==> config.mk <==
export PLATFORM = sky130hd
export DESIGN_NAME = ps2_key_decoder_flat
export DESIGN_NICKNAME = d
export VERILOG_FILES = /design/src/rtl/ps2_key_decoder_if.sv /design/src/rtl/ps2_key_decoder.sv /design/src/flat_wrapper.sv
export SDC_FILE = /design/constraint.sdc
export NUM_CORES = 1
export LEC_CHECK = 0
export ABC_AREA = 1
export CELL_PAD_IN_SITES_DETAIL_PLACEMENT = 1
export CELL_PAD_IN_SITES_GLOBAL_PLACEMENT = 1
export CORE_MARGIN = 8
export CORE_UTILIZATION = 30
export DETAILED_ROUTE_END_ITERATION = 6
export GPL_ROUTABILITY_DRIVEN = 0
export HOLD_SLACK_MARGIN = 0.12
export PLACE_DENSITY = 0.63
export SLEW_MARGIN = 25
export SYNTH_ARGS = -nofsm -noshare
export SYNTH_HDL_FRONTEND = slang
export SYNTH_SLANG_ARGS = --single-unit
==> constraint.sdc <==
create_clock -name clk -period 2.15 [get_ports clk]
set_clock_uncertainty 0.05 [all_clocks]
set_input_delay 0.215 -clock clk [delete_from_list [all_inputs] [get_ports clk]]
set_output_delay 0.215 -clock clk [all_outputs]
set_load 0.05 [all_outputs]
**Run 1: M3 wires**

Scale bar: 20 um.
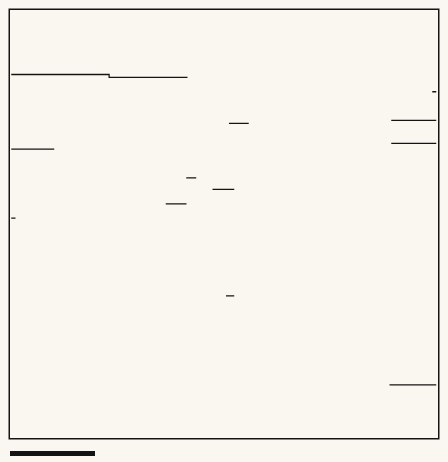
longest straight run	23.0 um
nets with wire on the layer	8
main direction	horizontal
share of all routed wire	2.2%
wire length on this layer	102 um
met3 global-route usage: 2.13%
Vias: 1733
routed wire length: 4.70 mm

**Run 1: placement by cell class**

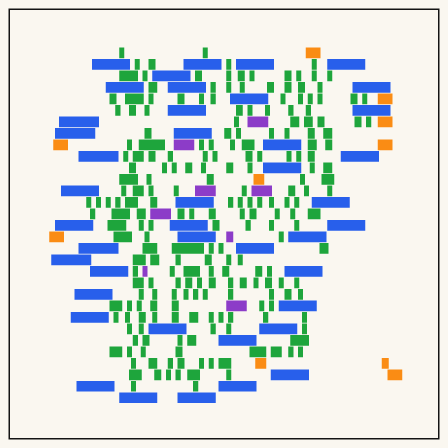
colour	class	cells	share of their area
purple	clock drivers and dummy loads	8	3.9%
blue	flip-flops	42	45%
orange	other buffers and delay cells	10	3.8%
green	all other logic	223	47%
row count: 31
post-layout util: 34.6%
post-route cell area: 2470 um2
sequential share of cell area: 42.8%
core outline area: 7140 um2

**Run 1: where the registers sit**

Scale bar: 20 um. Other sequential cells in the stronger grey, the rest of the logic in the fainter grey.
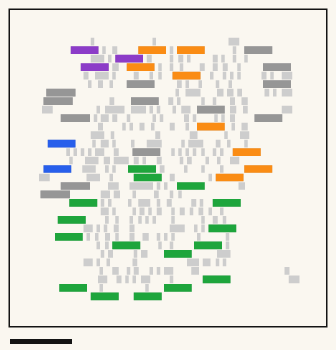
colour	netlist name	sequential cells
green	u_core.wdCnt_q	16
orange	u_core.shift_q	8
blue	u_core.state_q	2
purple	u_core.bitCnt_q	3
not coloured	13
Seq. pwr: 0.00105 W
Reg area: 1060 um2

==> reports/results.txt, run 1 <==
Vias in the first global route: 1837
Nets: 293
Post-Syn Instances: 267
Post-route insts no fill: 382
First-pass GRT wire length: 8.34 mm
Mux frac, synth: 0%
Worst slew margin: 66.9%
Drt initial violations: 75
DP HPWL: 3.68 mm
Slowest CP cell: dfrtp_1
Worst skew pair latency: 0.29 ns
Comb pwr share: 31.3%
DR WL met2: 2.22 mm
CP Class: reg -> reg
I/O Pins: 8
Most instantiated library cell after synthesis: nand2_1
OpenROAD warning count: 29
Worst Setup Start Kind: flop
Net Sw Power: 0.000870 W
Post-synth top cells: 65 x nand2_1, 39 x inv_1, 37 x dfrtp_1, 32 x nor2_1
Pwr dens: 935 nW/um2
Largest area contributor in the netlist: dfrtp_1
Distinct lib cells used: 27
Main synth FF type: dfrtp_1
Global Route met1 Usage: 12.6%
Setup violators final: 0
Uppermost layer routed: met4
TritonCTS Buffers: 5
Switching power share of the total: 37.7%
Yosys stat chip area: 2180 um2
Critical path, cell by cell: inv_1, ha_1, nor3_2, nand4_4, nand2_2, inv_1, nand2_1, nor2_1
Top comb family, area: simple AND/OR/NAND/NOR gates
Area leader share: 42.4%
Yosys stat cell total: 267
Pwr Total: 0.00231 W
Crit path max-delay family: simple AND/OR/NAND/NOR gates
Ys async rst share: 100%
Data required time of the critical path: 2.28 ns
H-tree lvl count: 2
Adder-Cell Fraction of Synth Area: 4.01%
Vias/cell: 4.54
Status: completed
Maximum VDD drop: 0.332 mV
Met3 WL: 102 um
Placed Instance Area: 2370 um2
Slew @ Worst Pin: 0.494 ns
Count of buffer and inverter cells on the critical path: 2
ANT nets after route: 0
# DRC: 0
Clk root buf: clkbuf_8
Synthesized Nets: 278
Die Height: 101 um
Internal: 0.00144 W
EDFF count, synth: 0
Register share of total power: 45.7%
Max FO, Critical Path: 9
CTS tree: done
Final worst path period need: 1.77 ns
Worst-path clk slew: 0.08 ns
Share of layout cells above drive strength 1: 9.89%
Top logic cell by instance count in the layout: nand2_1
Die area: 10300 um2
Drt pass-1 iters: 4
FMAX: 563 MHz
# clock sinks: 42
Sequential area share after synthesis: 48.5%
Setup TNS: 0 ns
Antenna diode count: 0
Fillers: 908
Post-CTS Hold Fix Bufs: 1
Largest net degree at the start of global routing: 17
Clock power share: 23.0%
Basic Gates by Area: 30.6%
Grt peak-use layer: met2
Number of flip-flops in the largest register: 16
Detailed-route wire length per cell: 12.3 um
Most used cell, CP: inv_1
Hold path cells: 1
CP peak stage delay: 0.40 ns
PnR worst setup slack: 0.375 ns
Synth Cell Area: 2180 um2
Reg2Reg Depth: 8
## run 1: layout make-up
cell class,instances,area [um2],share of cell area [%]
clock inverter,1,5.00,0.203
multi-input combinational,182,951,38.5
inverter,41,154,6.24
sequential,42,1060,42.8
timing repair buffer,10,90.1,3.65
clock buffer,7,86.3,3.50
tap,99,124,5.02
## run 1: power groups by stage
stage                     Combinational (W)  Clock (W)  Sequential, W
final                              0.000723   0.000530        0.00105
after global routing               0.000860   0.000582        0.00108
after CTS                          0.000743   0.000562        0.00106
after detailed placement           0.000740          0        0.00107
after global placement             0.000706          0        0.00107
after floorplan                    0.000578          0        0.00103
## run 1: cell families after synthesis
logic type                 Yosys count
buffers and inverters               43
AOI/OAI and AO/OA                   24
DFF                                 42
and+or+nand+nor                    144
xor gates and xnor gates             7
adders and majority gates            7
## Run 2: what changed since run 1
==> constraint.sdc (replaced) <==
create_clock -name clk -period 1.8 [get_ports clk]
set_clock_uncertainty 0.05 [all_clocks]
set_input_delay 0.18 -clock clk [delete_from_list [all_inputs] [get_ports clk]]
set_output_delay 0.18 -clock clk [all_outputs]
set_load 0.05 [all_outputs]
**Run 2: local utilization**

10 x 10 tiles, from white (low) to dark blue (high), 0 to 100% covered.
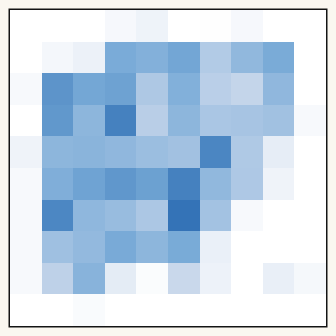
densest ninth of the die	centre
fullest tile	73%
nearly empty tiles	28%
mean over tiles	24%
Initial Util: 30.6%
post-layout util: 35.7%

==> reports/results.txt, run 2 <==
Slew @ Worst Pin: 0.495 ns (was 0.494 ns)
Hold path cells: 1 (unchanged)
First-pass GRT wire length: 8.64 mm (was 8.34 mm)
Mux frac, synth: 0% (unchanged)
Drt initial violations: 23 (was 75)
Distinct lib cells used: 27 (unchanged)
I/O Pins: 8 (unchanged)
Share of layout cells above drive strength 1: 13.5% (was 9.89%)
Nets: 299 (was 293)
Vias in the first global route: 1904 (was 1837)
Post-route cell area: 2550 um2 (was 2470 um2)
Worst-path clk slew: 0.09 ns (was 0.08 ns)
Setup violators final: 0 (unchanged)
Switching power share of the total: 37.2% (was 37.7%)
Die area: 10300 um2 (unchanged)
Worst slew margin: 66.9% (about the same)
Drt pass-1 iters: 4 (unchanged)
Adder-Cell Fraction of Synth Area: 4.01% (unchanged)
Die Height: 101 um (unchanged)
Vias: 1757 (was 1733)
Synthesized Nets: 278 (unchanged)
Data required time of the critical path: 1.57 ns (was 2.28 ns)
CP Class: reg -> out (was reg -> reg)
Post-synth top cells: 65 x nand2_1, 39 x inv_1, 37 x dfrtp_1, 32 x nor2_1 (unchanged)
Most instantiated library cell after synthesis: nand2_1 (unchanged)
Main synth FF type: dfrtp_1 (unchanged)
CTS tree: done (unchanged)
P_clk: 0.000753 W (was 0.000530 W)
Yosys stat cell total: 267 (unchanged)
Post-route insts no fill: 388 (was 382)
Setup TNS: 0 ns (unchanged)
Worst skew pair latency: 0.30 ns (was 0.29 ns)
DP HPWL: 3.60 mm (was 3.68 mm)
# DRC: 0 (unchanged)
Largest net degree at the start of global routing: 18 (was 17)
Ys async rst share: 100% (unchanged)
FMAX: 584 MHz
Post-CTS Hold Fix Bufs: 1 (unchanged)
Reg2Reg Depth: 9 (was 8)
Basic Gates by Area: 30.6% (unchanged)
CP peak stage delay: 0.81 ns (was 0.40 ns)
H-tree lvl count: 2 (unchanged)
OpenROAD warning count: 30 (was 29)
Critical path, cell by cell: clkdlybuf4s50_1 (was inv_1, ha_1, nor3_2, nand4_4, nand2_2, inv_1, nand2_1, nor2_1)
Fillers: 898 (was 908)
Slowest CP cell: clkdlybuf4s50_1 (was dfrtp_1)
Core outline area: 7140 um2 (unchanged)
Yosys stat chip area: 2180 um2 (unchanged)
Max FO, Critical Path: 3 (was 9)
Number of flip-flops in the largest register: 16 (unchanged)
Placed Instance Area: 2380 um2 (was 2370 um2)
Status: completed (unchanged)
Area leader share: 42.4% (unchanged)
Post-Syn Instances: 267 (unchanged)
Largest area contributor in the netlist: dfrtp_1 (unchanged)
ANT nets after route: 0 (unchanged)
Final worst path period need: 1.71 ns
Detailed-route wire length per cell: 12.6 um (was 12.3 um)
Top comb family, area: simple AND/OR/NAND/NOR gates (unchanged)
Comb pwr share: 30.9% (was 31.3%)
Maximum VDD drop: 0.480 mV (was 0.332 mV)
Sequential area share after synthesis: 48.5% (unchanged)
Row count: 31 (unchanged)
Vias/cell: 4.53 (was 4.54)
Top logic cell by instance count in the layout: nand2_1 (unchanged)
Crit path max-delay family: buffers and inverters (was simple AND/OR/NAND/NOR gates)
Register share of total power: 43.3% (was 45.7%)
TritonCTS Buffers: 5 (unchanged)
Leading power group: registers (unchanged)
Synth Cell Area: 2180 um2 (unchanged)
PnR worst setup slack: 0.0868 ns (was 0.375 ns)
Pwr Total: 0.00293 W (was 0.00231 W)
Comb power: 0.000905 W (was 0.000723 W)
EDFF count, synth: 0 (unchanged)
Pwr dens: 1150 nW/um2 (was 935 nW/um2)
Clock power share: 25.7% (was 23.0%)
**Run 2: where the registers sit**

Scale bar: 20 um. Other sequential cells in the stronger grey, the rest of the logic in the fainter grey.
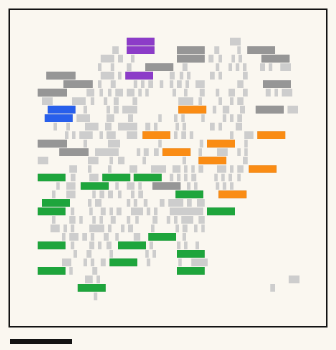
colour	netlist name	sequential cells
purple	u_core.bitCnt_q	3
orange	u_core.shift_q	8
blue	u_core.state_q	2
green	u_core.wdCnt_q	16
not coloured	13
sequential share of cell area: 41.5%
Seq. pwr: 0.00127 W

[run 2: per-layer routing]
metal / global-route usage [%] / share of wire, % / up-vias
li1: - / - / 888
met1: 12.9 / 49 / 850
met2: 17.5 / 46 / 12
met3: 2.54 / 2.7 / 7
met4: 3.89 / 1.5 / 0
met5: 0 / 0 / -
[run 2: area by class of cell]
cell class                 count  area, um2  area share [%]
clock buffer                   5       68.8            2.70
inverter                      41        154            6.04
tap                           99        124            4.86
timing repair buffer          15        131            5.16
multi-input combinational    183        971            38.1
sequential                    42       1060            41.5
clock inverter                 3       40.0            1.57
[run 2: logic make-up after synthesis]
family	Yosys count
DFF	42
and+or+nand+nor	144
buffers and inverters	43
AOI/OAI and AO/OA	24
xor gates and xnor gates	7
adders and majority gates	7
Power and IR drop assume default switching activity.
